Design shift_pipe, sky130hd; sources not shown.
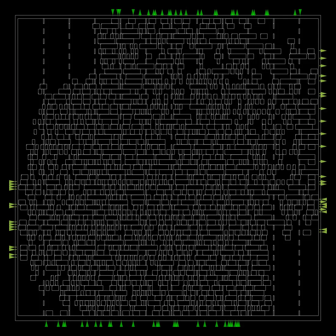
placed.png
flop share of the area: 0.158
post-layout util: 0.497
core box area: 26,100 sq um

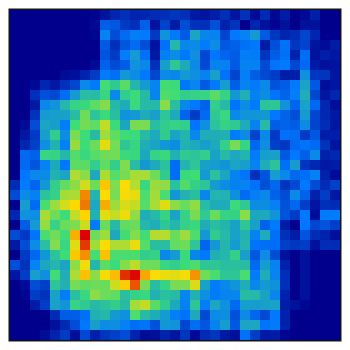
route_heat.png
(2 px per um) 33 x 33 tiles, from dark blue (low) to red (high), scaled to the fullest tile. Values are wire area over tile area, all layers added.
- tiles over half the peak: 16%
- fullest tile: 0.80
- mean over tiles: 0.23
- nearly empty tiles: 13%
- emptiest ninth of the die: north-west
WL final: 39,100 um
Routed WL per cell: 22.0 um

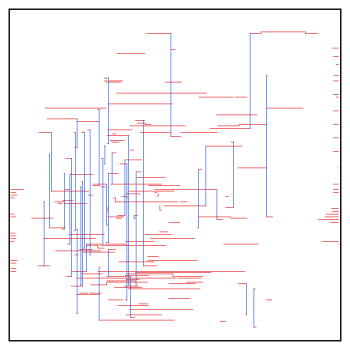
layers.png
(2 px per um) Two of the layers only.
- blue: M4 (wire length 1,420 um)
- red: M3 (wire length 1,810 um)
gr usage total: 0.283
detailed-route via count: 9,805

==> impl_metrics.json <==
{
  "comb_share": 0.492,
  "vias_per_cell": 5.51,
  "synth_nets": 1272,
  "clk_path_buf_depth": 2,
  "final-instance-count-excl-fill": 1780,
  "worstPathMaxFanout": 7,
  "status": "finished, violations left",
  "cts_setup_buffers": 39,
  "dominant_cells": "combinational gates",
  "post-place-ws_ns": -1.08,
  "placed_cell_area_sq_um": 9350,
  "syn_area_sq_um": 7170,
  "cp.required_ns": 2.13,
  "combPwrFrac": 0.497,
  "worst-path-buf-inv": 6,
  "largest_area_cell": "dfrtp_1",
  "avgSynthCellArea_sq_um": 5.88,
  "worst_slack_ns": -0.169,
  "violations": "setup timing",
  "ff_latch_area_sq_um": 2050,
  "grtUsageMet3": 0.0475,
  "netlist_instances": 1219,
  "finalWeightedCongestion": 0.853,
  "boundaryPins": 92,
  "fin_crit_sh": 1.08,
  "edf_count": 0,
  "drive_above_1_share": 0.417,
  "fp-row-count": 59,
  "stdcell_area_sq_um": 13000,
  "fp_util": 0.275,
  "powerComb_mw": 3.52,
  "setup_viol": 36,
  "min_path_cells": 4,
  "highest_layer": "met4",
  "ys_seq_share": 0.286
}
